Fig. 1: M2 wires
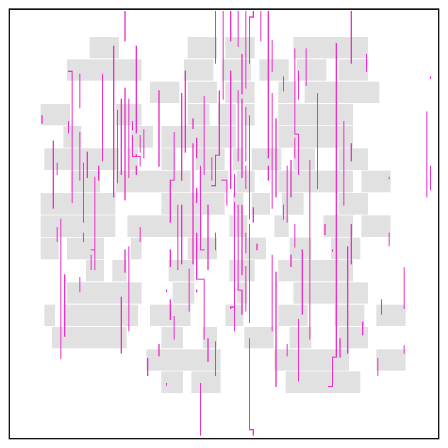
Fig. 2: met3 routing
Scale bar: 20 um.
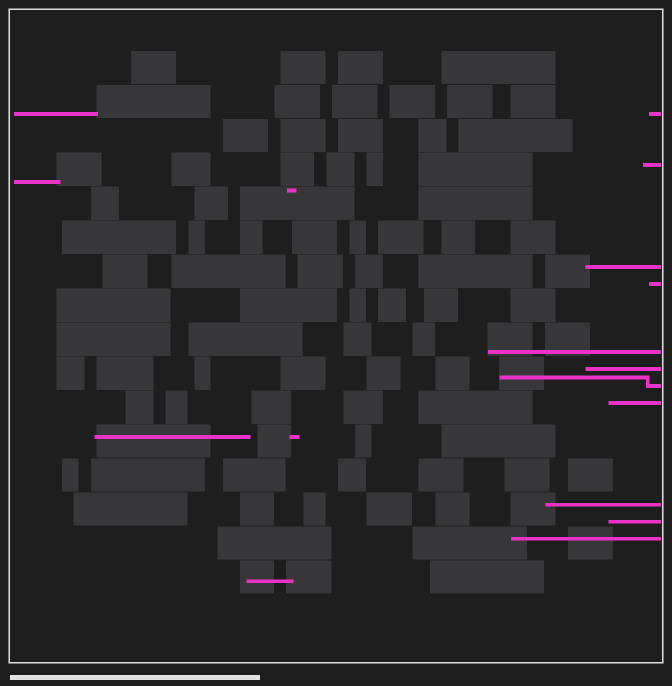
Fig. 3: signal wires by layer
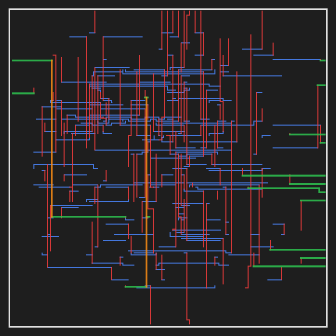
==> config.mk <==
export PLATFORM = sky130hd
export DESIGN_NAME = int_bus_arbiter
export DESIGN_NICKNAME = d
export VERILOG_FILES = /design/src/rtl/int_bus_arbiter.sv
export SDC_FILE = /design/constraint.sdc
export NUM_CORES = 1
export LEC_CHECK = 0
export ABC_AREA = 0
export CELL_PAD_IN_SITES_DETAIL_PLACEMENT = 1
export CELL_PAD_IN_SITES_GLOBAL_PLACEMENT = 1
export CORE_MARGIN = 3
export CORE_UTILIZATION = 37
export CTS_CLUSTER_DIAMETER = 200
export DETAILED_ROUTE_END_ITERATION = 8
export GPL_TIMING_DRIVEN = 0
export HOLD_SLACK_MARGIN = 0.12
export PLACE_DENSITY_LB_ADDON = 0.1
export SLEW_MARGIN = 20
export SYNTH_ARGS = -nofsm -noshare
export SYNTH_HDL_FRONTEND = slang
export SYNTH_SLANG_ARGS = --single-unit
==> constraint.sdc <==
create_clock -name clk -period 2.4 [get_ports clk]
set_input_delay 0.36 -clock clk [delete_from_list [all_inputs] [get_ports clk]]
set_output_delay 0.36 -clock clk [all_outputs]
set_load 0.05 [all_outputs]
==> src/rtl/int_bus_arbiter.sv <==
// rtl/int_bus_arbiter.sv - internal-bus arbiter with hold limit and gap cycle; INT_BUS_ARB_RR_EN selects round-robin
`ifndef MUX_INT_BUS_SEL_WIDTH
`define MUX_INT_BUS_SEL_WIDTH 7
`endif

module int_bus_arbiter #(
    parameter int unsigned MAX_HOLD = 4
) (
    input  logic                              clk,
    input  logic                              reset_n,
    input  logic [`MUX_INT_BUS_SEL_WIDTH-1:0] req,
    input  logic                              alu_req,
    output logic [`MUX_INT_BUS_SEL_WIDTH-1:0] data_select,
    output logic [`MUX_INT_BUS_SEL_WIDTH-1:0] gnt_pulse,
    output logic                              busy
);

    localparam int          NSRC     = `MUX_INT_BUS_SEL_WIDTH;
    localparam logic [3:0]  HOLD_LIM = 4'(MAX_HOLD);

    typedef enum logic [1:0] {
        S_IDLE  = 2'd0,
        S_GRANT = 2'd1,
        S_GAP   = 2'd2
    } state_t;

    state_t          r_state;
    state_t          w_state_nxt;
    logic [NSRC-1:0] r_sel;
    logic [NSRC-1:0] w_sel_nxt;
    logic [NSRC-1:0] r_pulse;
    logic [NSRC-1:0] w_pulse_nxt;
    logic [3:0]      r_cnt;
    logic [3:0]      w_cnt_nxt;
    logic [NSRC-1:0] w_win_onehot;
    logic            w_win_valid;
    logic            w_req_held;

`ifdef INT_BUS_ARB_RR_EN
    logic [2:0]      r_last;
    logic [2:0]      w_last_nxt;
    logic [2:0]      w_win_idx;
    logic [3:0]      w_idx;

    // Round-robin pick: scan from the source after the last winner, wrapping 6 -> 0
    always_comb begin
        w_win_onehot = '0;
        w_win_valid  = 1'b0;
        w_win_idx    = 3'd0;
        w_idx        = 4'd0;
        for (int k = 1; k <= NSRC; k++) begin
            w_idx = 4'(r_last) + 4'(k);
            if (w_idx >= 4'(NSRC)) begin
                w_idx = w_idx - 4'(NSRC);
            end
            if (!w_win_valid && req[w_idx[2:0]]) begin
                w_win_valid               = 1'b1;
                w_win_idx                 = w_idx[2:0];
                w_win_onehot[w_idx[2:0]]  = 1'b1;
            end
        end
    end
`else
    // Fixed-priority pick: lowest set request index wins
    always_comb begin
        w_win_onehot = '0;
        w_win_valid  = 1'b0;
        for (int k = 0; k < NSRC; k++) begin
            if (!w_win_valid && req[k]) begin
                w_win_valid     = 1'b1;
                w_win_onehot[k] = 1'b1;
            end
        end
    end
`endif

    assign w_req_held = |(req & r_sel);

    // Next-state and next-output decode; only the granted request bit matters outside IDLE
    always_comb begin
        w_state_nxt = r_state;
        w_sel_nxt   = r_sel;
        w_pulse_nxt = '0;
        w_cnt_nxt   = r_cnt;
`ifdef INT_BUS_ARB_RR_EN
        w_last_nxt  = r_last;
`endif
        case (r_state)
            S_IDLE: begin
                w_sel_nxt = '0;
                w_cnt_nxt = 4'd0;
                if (!alu_req && w_win_valid) begin
                    w_state_nxt = S_GRANT;
                    w_sel_nxt   = w_win_onehot;
                    w_pulse_nxt = w_win_onehot;
                    w_cnt_nxt   = 4'd1;
`ifdef INT_BUS_ARB_RR_EN
                    w_last_nxt  = w_win_idx;
`endif
                end
            end
            S_GRANT: begin
                if (w_req_held && (r_cnt < HOLD_LIM)) begin
                    w_cnt_nxt = (r_cnt == 4'hF) ? r_cnt : r_cnt + 4'd1;
                end else begin
                    w_state_nxt = S_GAP;
                    w_sel_nxt   = '0;
                    w_cnt_nxt   = 4'd0;
                end
            end
            S_GAP: begin
                w_state_nxt = S_IDLE;
                w_sel_nxt   = '0;
                w_cnt_nxt   = 4'd0;
            end
            default: begin
                w_state_nxt = S_IDLE;
                w_sel_nxt   = '0;
                w_cnt_nxt   = 4'd0;
            end
        endcase
    end

    // State and registered outputs; reset drops the grant immediately with no gap cycle
    always_ff @(posedge clk or negedge reset_n) begin
        if (!reset_n) begin
            r_state <= S_IDLE;
            r_sel   <= '0;
            r_pulse <= '0;
            r_cnt   <= 4'd0;
`ifdef INT_BUS_ARB_RR_EN
            r_last  <= 3'd6;
`endif
        end else begin
            r_state <= w_state_nxt;
            r_sel   <= w_sel_nxt;
            r_pulse <= w_pulse_nxt;
            r_cnt   <= w_cnt_nxt;
`ifdef INT_BUS_ARB_RR_EN
            r_last  <= w_last_nxt;
`endif
        end
    end

    assign data_select = r_sel;
    assign gnt_pulse   = r_pulse;
    assign busy        = |r_sel;

endmodule
==> flow_results.org <==
#+TITLE: Implementation results

** STA
- Unrepaired setup endpoints after global routing :: false
- Slew Limit Fails :: 0
- Endpoints failing hold :: 0
- The clock arrives with 0.00670 ns of skew.
- The smallest clock period supported by the final layout is computed as 2.18 ns.
- Fin crit share :: 0.908
- Summed over all failing endpoints, the final setup total negative slack is 0 ns.

** Floorplanning
- The core region is 0.00198 mm2.
- The floorplan report lists the tap cell count as 27.
- Site row count :: 16
- Per the OpenROAD floorplan log, the height of the die is 52.2 um.

** Layout
- Layout clock buffers :: 3
- Most numerous logic cells after layout :: 24 x sky130_fd_sc_hd__clkdlybuf4s50_1, 20 x sky130_fd_sc_hd__dfrtp_1, 4 x sky130_fd_sc_hd__and3_1
- Tally of non-filler cells in the final layout :: 113
- In the final layout, the share of cells above drive strength 1 is 0.105.
- Among logic cells in the layout, the one with the most instances is sky130_fd_sc_hd__clkdlybuf4s50_1.
- Post-route cell area :: 0.00109 mm2
- Number of diodes :: 0
- Final standard cell utilization of the core :: 0.548
- The fraction of final cell area spent on clock buffers and inverters in this run is 0.0207.
- Fillcell total :: 217
- 37 cells are multi-input combinational gates.
- Ranked by total area, the top cell class in this layout is registers.
- The fraction of cell area in sequential cells is reported as 0.461.
- The final layout contains a sequential cell count of 20.

** Synthesis
- The synthesis stats list as the most numerous cell sky130_fd_sc_hd__dfrtp_1.
- Count of distinct cell types in the synthesized netlist :: 25
- After synthesis, the largest family of logic cells by area is simple AND/OR/NAND/NOR gates.
- In this run, the synthesized area fraction spent on and/or/nand/nor cells is recorded as 0.170.
- AO/OA Area Share :: 0.166
- The cell-mix breakdown from Yosys lists the XOR/XNOR area share as 0.
- Gate Count Post-Synth :: 59
- Post-synth net total :: 70
- Number of enable flip-flop cells :: 0
- Yosys warning tally :: 0
- By count the netlist is led by 20 x sky130_fd_sc_hd__dfrtp_1, 4 x sky130_fd_sc_hd__and3_1.

** Critical path
- Crit Path Max Fanout :: 4
- Type of the worst setup path :: reg -> out
- Max incr delay on CP :: 0.71 ns
- Worst setup path start :: data_select[3]
- In this run the critical register-to-register path is launched from r_state[1].
- Slack of the worst reg-to-reg path :: 0.78 ns
- Critical-path cell with the highest stage delay :: sky130_fd_sc_hd__clkdlybuf4s50_1
- Arrival time at the worst endpoint :: 1.82 ns
- Critical path launch point type :: flip-flop
- Required time at the worst-slack endpoint :: 2.04 ns

** Clock network
- Clock tree from TritonCTS :: done
- Resized cells post-CTS :: 0
- Per the repair_timing log after CTS, setup buffers inserted total 0.
- The clock passes through at most 2 buffers.
- Total CTS buffers :: 3
- CTS saw 20 sinks.

** Place
- Summing all placed instances gives a cell area of 0.00106 mm2.
- Routability Congestion :: 0.756
- According to the dpl log, the detail-placed design has an HPWL of 1300 um.

** Global route
- Global-route wire length before repair :: 2970 um
- Entering global routing, the biggest net connects 21 pins.
- Most congested layer reported by global routing :: met2
- Summed over all layers, the global routing overflow is 0.
- The initial antenna violation count was 0.

** Worst hold path
- For the worst min-delay path, the startpoint reported by OpenROAD is r_state[1].
- Hold Crit Depth :: 1
- For hold timing, the worst endpoint is r_state[1].

** Pwr
- The largest part of the power goes to registers.
- The script computed the net switching share of total power as 0.291.
- The script extracted a net switching power of 194 uW.
- The completed layout was analyzed and its total power is 666 uW.
- In this run the static leakage power is 0.520 nW.
- The share of total power dissipated in sequential elements is 0.556.
- Comb power frac :: 0.213

** Routing
- Signal nets in the final route climb as high as met4.
- The pre-antenna-repair detailed-routing pass consisted of 4 iterations.
- Residual antenna-violating net count after detailed routing :: 0
- Once iteration 0 of detailed routing completed, the report listed 5 DRC markers.

** Flow run
- Tool warnings :: 26
- Max Cap Viol :: 0

** Status
- Status :: finished, final reports clean
-- Fig. 1 (at the start) --
share of all routed wire	48%
wire length on this layer	832 um
nets with wire on the layer	92
main direction	vertical
total wire length: 1740 um
Via Count: 592
global-route met2 utilization: 0.236

-- Fig. 2 (at the start) --
longest straight run	13.6 um
main direction	horizontal
met3 track utilization from global routing: 0.0342

-- Fig. 3 (at the start) --
color	layer	wire length
orange	M4	57.1 um
green	M3	95.4 um
red	M2	832 um
blue	M1	760 um
wire length per cell after detailed routing: 15.4 um
overall track demand over capacity in global routing: 0.154

Power is estimated from default activity; no workload was simulated.
